===== config.mk =====
export PLATFORM = sky130hd
export DESIGN_NAME = ising_axi_host_seq
export DESIGN_NICKNAME = d
export VERILOG_FILES = /design/src/rtl/ising_axi_host_seq_pkg.sv /design/src/rtl/ising_axi_rd_engine.sv /design/src/rtl/ising_axi_host_seq.sv
export SDC_FILE = /design/constraint.sdc
export NUM_CORES = 1
export LEC_CHECK = 0
export CORE_ASPECT_RATIO = 1.4
export CORE_MARGIN = 5
export CORE_UTILIZATION = 49
export CTS_CLUSTER_DIAMETER = 200
export DETAILED_ROUTE_END_ITERATION = 7
export PLACE_DENSITY = 0.78
export SLEW_MARGIN = 20
export SYNTH_ARGS = -nofsm -noshare
export SYNTH_HDL_FRONTEND = slang
export SYNTH_HIERARCHICAL = 1
export SYNTH_SLANG_ARGS = --single-unit

===== constraint.sdc =====
create_clock -name clk -period 4.1 [get_ports clk]
set_input_delay 0.615 -clock clk [delete_from_list [all_inputs] [get_ports clk]]
set_output_delay 0.615 -clock clk [all_outputs]
set_load 0.005 [all_outputs]

===== src/rtl/ising_axi_host_seq_pkg.sv =====
// Shared register map, state encodings and helpers for the Ising AXI host sequencer.
// Register addresses mirror the slave wrapper's map; keep the two in sync.
package ising_axi_host_seq_pkg;

   localparam logic [31:0] CTR_CUTOFF_ADDR = 32'h0000_1000;
   localparam logic [31:0] CTR_MAX_ADDR    = 32'h0000_1004;
   localparam logic [31:0] START_ADDR      = 32'h0000_1008;
   localparam logic [19:0] PHASE_ADDR_MASK = 20'h00002;

   localparam logic [3:0] ISEQ_IDLE      = 4'd0;
   localparam logic [3:0] ISEQ_LOAD_W    = 4'd1;
   localparam logic [3:0] ISEQ_WR_CUTOFF = 4'd2;
   localparam logic [3:0] ISEQ_WR_MAX    = 4'd3;
   localparam logic [3:0] ISEQ_WR_START  = 4'd4;
   localparam logic [3:0] ISEQ_WAIT      = 4'd5;
   localparam logic [3:0] ISEQ_READ      = 4'd6;
   localparam logic [3:0] ISEQ_PUSH      = 4'd7;
   localparam logic [3:0] ISEQ_DONE      = 4'd8;

   localparam logic [1:0] RDE_IDLE = 2'd0;
   localparam logic [1:0] RDE_REQ  = 2'd1;
   localparam logic [1:0] RDE_RESP = 2'd2;

   function automatic logic [31:0] sat_add32(input logic [31:0] a, input logic [31:0] b);
      logic [32:0] s;
      s = {1'b0, a} + {1'b0, b};
      return s[32] ? 32'hFFFF_FFFF : s[31:0];
   endfunction

   function automatic logic [31:0] phase_addr(input logic [9:0] idx);
      return {PHASE_ADDR_MASK, idx, 2'b00};
   endfunction

endpackage


===== src/rtl/ising_axi_rd_engine.sv =====
// Single-beat AXI-style read: one arvalid cycle, then rready until rvalid or timeout.
// Result is a one-cycle rd_valid pulse; rd_data holds until the next read completes.
module ising_axi_rd_engine
   import ising_axi_host_seq_pkg::*;
#(
   parameter int RD_TIMEOUT = 64
) (
   input  logic        clk,
   input  logic        axi_rst,
   input  logic        req,
   input  logic [31:0] addr,
   output logic        arvalid_q,
   output logic [31:0] araddr_q,
   output logic        rready,
   input  logic        rvalid,
   input  logic        rresp,
   input  logic [31:0] rdata,
   output logic        rd_valid,
   output logic        rd_err,
   output logic [31:0] rd_data
);

   localparam int TW = $clog2(RD_TIMEOUT) + 1;
   localparam logic [TW-1:0] TMO_LAST = TW'(RD_TIMEOUT - 1);

   logic [1:0]    rd_state;
   logic [TW-1:0] tmo;

   always_ff @(posedge clk) begin
      if (axi_rst) begin
         rd_state  <= RDE_IDLE;
         arvalid_q <= 1'b0;
         araddr_q  <= '0;
         rready    <= 1'b0;
         rd_valid  <= 1'b0;
         rd_err    <= 1'b0;
         rd_data   <= '0;
         tmo       <= '0;
      end else begin
         rd_valid <= 1'b0;
         rd_err   <= 1'b0;
         case (rd_state)
            RDE_IDLE: begin
               if (req) begin
                  arvalid_q <= 1'b1;
                  araddr_q  <= addr;
                  rd_state  <= RDE_REQ;
               end
            end
            RDE_REQ: begin
               arvalid_q <= 1'b0;
               rready    <= 1'b1;
               tmo       <= '0;
               rd_state  <= RDE_RESP;
            end
            RDE_RESP: begin
               if (rvalid) begin
                  rd_data  <= rdata;
                  rd_err   <= rresp;
                  rd_valid <= 1'b1;
                  rready   <= 1'b0;
                  rd_state <= RDE_IDLE;
               end else if (tmo == TMO_LAST) begin
                  // Abandoned read still yields a (zero) word so the phase stream stays complete.
                  rd_data  <= '0;
                  rd_err   <= 1'b1;
                  rd_valid <= 1'b1;
                  rready   <= 1'b0;
                  rd_state <= RDE_IDLE;
               end else begin
                  tmo <= tmo + 1'b1;
               end
            end
            default: rd_state <= RDE_IDLE;
         endcase
      end
   end

endmodule


===== src/rtl/ising_axi_host_seq.sv =====
// Host-side sequencer for the Ising machine: weights in, counter regs, START,
// anneal wait, then phase-word readback onto a ready/valid stream.
module ising_axi_host_seq
   import ising_axi_host_seq_pkg::*;
#(
   parameter int N           = 3,
   parameter int PHASE_WORDS = 1,
   parameter int RD_TIMEOUT  = 64
) (
   input  logic        clk,
   input  logic        axi_rst,
   input  logic        run_start,
   input  logic [31:0] cfg_cutoff,
   input  logic [31:0] cfg_max,
   input  logic [31:0] cfg_rst_cycles,
   input  logic [31:0] cfg_wait_cycles,
   input  logic        w_valid,
   output logic        w_ready,
   input  logic        w_last,
   input  logic [31:0] w_addr,
   input  logic [31:0] w_data,
   output logic        ph_valid,
   input  logic        ph_ready,
   output logic [31:0] ph_data,
   output logic        ph_last,
   output logic        busy,
   output logic        done,
   output logic        err,
   output logic        wready,
   output logic [31:0] wr_addr,
   output logic [31:0] wdata,
   output logic        arvalid_q,
   output logic [31:0] araddr_q,
   output logic        rready,
   input  logic        rvalid,
   input  logic        rresp,
   input  logic [31:0] rdata
);

   // Never read fewer words than the spin count needs.
   localparam int MIN_WORDS = (N + 31) / 32;
   localparam int PW        = (PHASE_WORDS < MIN_WORDS) ? MIN_WORDS : PHASE_WORDS;
   localparam logic [9:0] LAST_IDX = 10'(PW - 1);

   logic [3:0]  state;
   logic [31:0] cut_q, max_q, rst_q, wait_q;
   logic [31:0] wait_cnt;
   logic [9:0]  idx;

   logic        rd_req;
   logic [31:0] rd_addr;
   logic        rd_valid, rd_err;
   logic [31:0] rd_data;

   // Read request is combinational so arvalid_q lands on the cycle after the decision.
   always_comb begin
      rd_req  = 1'b0;
      rd_addr = phase_addr(idx);
      if (state == ISEQ_WAIT && wait_cnt <= 32'd1) begin
         rd_req = 1'b1;
      end else if (state == ISEQ_PUSH && ph_ready && !ph_last) begin
         rd_req  = 1'b1;
         rd_addr = phase_addr(idx + 10'd1);
      end
   end

   ising_axi_rd_engine #(.RD_TIMEOUT(RD_TIMEOUT)) u_rd (
      .clk       (clk),
      .axi_rst   (axi_rst),
      .req       (rd_req),
      .addr      (rd_addr),
      .arvalid_q (arvalid_q),
      .araddr_q  (araddr_q),
      .rready    (rready),
      .rvalid    (rvalid),
      .rresp     (rresp),
      .rdata     (rdata),
      .rd_valid  (rd_valid),
      .rd_err    (rd_err),
      .rd_data   (rd_data)
   );

   always_ff @(posedge clk) begin
      if (axi_rst) begin
         state    <= ISEQ_IDLE;
         cut_q    <= '0;
         max_q    <= '0;
         rst_q    <= '0;
         wait_q   <= '0;
         wait_cnt <= '0;
         idx      <= '0;
         w_ready  <= 1'b0;
         ph_valid <= 1'b0;
         ph_data  <= '0;
         ph_last  <= 1'b0;
         busy     <= 1'b0;
         done     <= 1'b0;
         err      <= 1'b0;
         wready   <= 1'b0;
         wr_addr  <= '0;
         wdata    <= '0;
      end else begin
         wready <= 1'b0;
         done   <= 1'b0;
         case (state)
            ISEQ_IDLE: begin
               if (run_start) begin
                  cut_q   <= cfg_cutoff;
                  max_q   <= cfg_max;
                  rst_q   <= cfg_rst_cycles;
                  wait_q  <= cfg_wait_cycles;
                  err     <= 1'b0;
                  idx     <= '0;
                  w_ready <= 1'b1;
                  busy    <= 1'b1;
                  state   <= ISEQ_LOAD_W;
               end
            end
            ISEQ_LOAD_W: begin
               if (w_valid) begin
                  wready  <= 1'b1;
                  wr_addr <= w_addr;
                  wdata   <= w_data;
                  if (w_last) begin
                     w_ready <= 1'b0;
                     state   <= ISEQ_WR_CUTOFF;
                  end
               end
            end
            ISEQ_WR_CUTOFF: begin
               wready  <= 1'b1;
               wr_addr <= CTR_CUTOFF_ADDR;
               wdata   <= cut_q;
               state   <= ISEQ_WR_MAX;
            end
            ISEQ_WR_MAX: begin
               wready  <= 1'b1;
               wr_addr <= CTR_MAX_ADDR;
               wdata   <= max_q;
               state   <= ISEQ_WR_START;
            end
            ISEQ_WR_START: begin
               wready   <= 1'b1;
               wr_addr  <= START_ADDR;
               wdata    <= rst_q;
               wait_cnt <= sat_add32(rst_q, wait_q);
               state    <= ISEQ_WAIT;
            end
            ISEQ_WAIT: begin
               // The START-write cycle counts as the first wait cycle; a zero sum still waits one.
               if (wait_cnt <= 32'd1) begin
                  wait_cnt <= '0;
                  state    <= ISEQ_READ;
               end else begin
                  wait_cnt <= wait_cnt - 32'd1;
               end
            end
            ISEQ_READ: begin
               if (rd_valid) begin
                  ph_valid <= 1'b1;
                  ph_data  <= rd_data;
                  ph_last  <= (idx == LAST_IDX);
                  err      <= err | rd_err;
                  state    <= ISEQ_PUSH;
               end
            end
            ISEQ_PUSH: begin
               if (ph_ready) begin
                  ph_valid <= 1'b0;
                  ph_last  <= 1'b0;
                  idx      <= idx + 10'd1;
                  if (ph_last) begin
                     done  <= 1'b1;
                     state <= ISEQ_DONE;
                  end else begin
                     state <= ISEQ_READ;
                  end
               end
            end
            ISEQ_DONE: begin
               busy  <= 1'b0;
               idx   <= '0;
               state <= ISEQ_IDLE;
            end
            default: state <= ISEQ_IDLE;
         endcase
      end
   end

endmodule


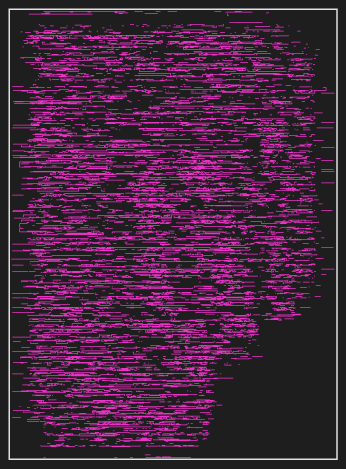
layer_met1.png
Scale: 2 px per um.
- wire length on this layer: 20.1 mm
- longest straight run: 51.5 um
- share of all routed wire: 38%

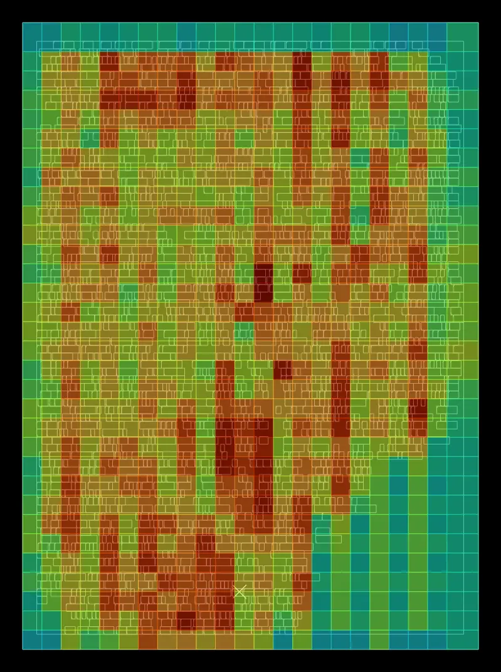
congestion.png
M3 GR Usage: 5.54%
fin util: 65.3%
gr busiest metal: met2
M2 GR Usage: 47.7%

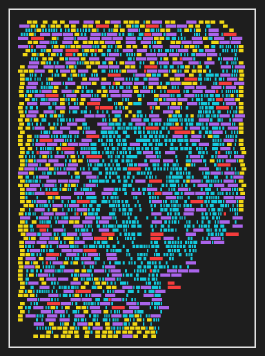
placement_by_type.png
Scale: 1.5 px per um.
- combinational and other logic: cyan (cells 1546; share of their area 41%)
- other buffers and delay cells: yellow (cells 387; share of their area 19%)
- flops: purple (cells 354; share of their area 34%)
- clock drivers and dummy loads: red (cells 62; share of their area 5.7%)
area of the core: 0.0324 mm^2
Seq/total area: 33.5%
cell row count: 78
final instance area: 0.0211 mm^2

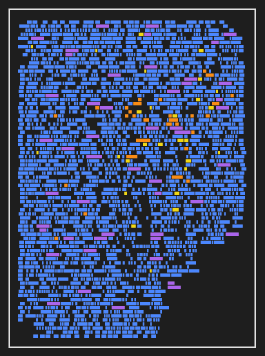
sizes.png
Scale: 1.5 px per um.
- _6 and larger: purple (cells 49; share 2.1%)
- _0 and _1 cells: blue (cells 2244; share 96%)
- _3 and _4 cells: orange (cells 29; share 1.2%)
- _2 cells: yellow (cells 27; share 1.1%)

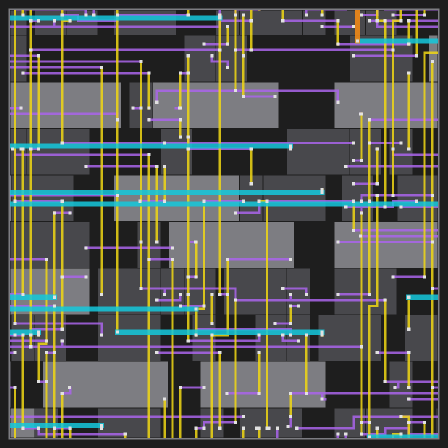
detail.png
Region (28, 156) to (53, 181) um. Cells in gray, sequential cells in the stronger gray; small squares are vias.
- metal 4: orange
- metal 3: cyan
- metal 2: yellow
- metal 1: purple
- netlist names of flops here include: rst_q (3), wr_addr (2)
- most frequent: nand2_1 (13), clkdlybuf4s50_1 (13), dfxtp_1 (9)
- cells with their middle in the window: 54
- sequential cells in the window: 9

==> metrics.yaml <==
placed_design:
  io_buffer_count: 368
  dpl.hpwl_um: 37300
  place_congestion: 0.939
  dp_cells: 2727
run_status:
  violations: "design-rule violations"
  outcome: "finished, violations left"
drt:
  top_layer: "met4"
  detailroute.wirelength.met2_um: 26400
  vias: 15900
  avgViaCountPerCell: 5.71
  wl_met1_um: 20100
  wl_met3_um: 3880
  first_pass_iters: 8
  wl_per_cell_um: 18.7
  drcViolationCount: 3
  wl_um: 52300
global_routing:
  grt_pass1_wl_um: 81100
  grt_pass1_vias: 15200
  use_met1_pct: 32.4
  grt_usage_pct: 27.1
  antenna_found_initial: 3
  overflow: 0
final_timing:
  timing.final.ws_setup_ns: 0.584
  slew_headroom_pct: 27.0
  fmaxAchievable_mhz: 284
  finalClockPeriodUsage_pct: 85.8
  drv_slew: 0
  hold_slack_ns: 0.441
  worstMarginPinSlew_ns: 1.10
min_path:
  hold_class: "flip-flop to flip-flop"
  hold_depth: 2
  hold_end: "u_rd/tmo[6]"
floorplan:
  die_h_um: 224
  initCoreUtil_pct: 49.6
  die_w_um: 163
  io_pins: 369
clock_network:
  htreeDepth: 2
  cts_resized: 0
  cts_root_buf: "clkbuf_16"
  cts_tree: "yes"
  clock_path_buffers: 3
power_and_ir_drop:
  pwr_density_cell_mw_per_mm2: 482
  power_mw: 10.2
  leakagePower_nw: 7.68
worst_setup_path:
  cp_slowest_cell: "a211oi_1"
  crit_type: "flip-flop to flip-flop"
  crit_cells: 10
  path_delay_family: "AND-OR/OR-AND gates"
  critPathArrivalTime_ns: 3.92
  r2r_setup_slack_ns: 0.58
  max_stage_delay_ns: 0.47
  path_buffers: 0
synthesis:
  synth_warnings: 6
  yosysChipArea_mm2: 0.0161
  top_cells_by_count: "nand2_1, dfxtp_1, a21oi_1"
  seq_area_frac_synth_pct: 44.1
  netlist_instances: 2031
  synthArstFlopShare_pct: 0
  synth.avg_cell_area_um2: 7.91
  yosysCellCount: 2031
  mux_share_pct: 0.0623
  aoi_share_pct: 24.7
  top_cell_area_share_pct: 44.1
finish:
  instances_no_fill: 2793
job:
  maxCapViolCount: 0
==> layout make-up <==
type                    count  share of cell area, %
inverters                  19                  0.337
flip-flops and latches    354                   33.5
clock inverters            12                  0.610
clock buffers              50                   4.89
repair buffers            387                   18.2
multi-input cells        1527                   39.8
diodes                      4                 0.0473
well taps                 440                   2.60
==> power by group <==
group	total [mW]	switching (mW)	leakage (nW)	internal (mW)
Sequential	4.12	0.288	2.88	3.83
Combinational	2.81	1.61	4.22	1.20
Clock	3.27	1.37	0.581	1.90
Total	10.2	3.27	7.68	6.92
==> tightest hold or removal path, cell delays in order, from the launching register on <==
cell	delay [ns]
dfxtp_1	0.31
nand2_1	0.05
a21oi_1	0.03
Power and IR drop assume default switching activity.
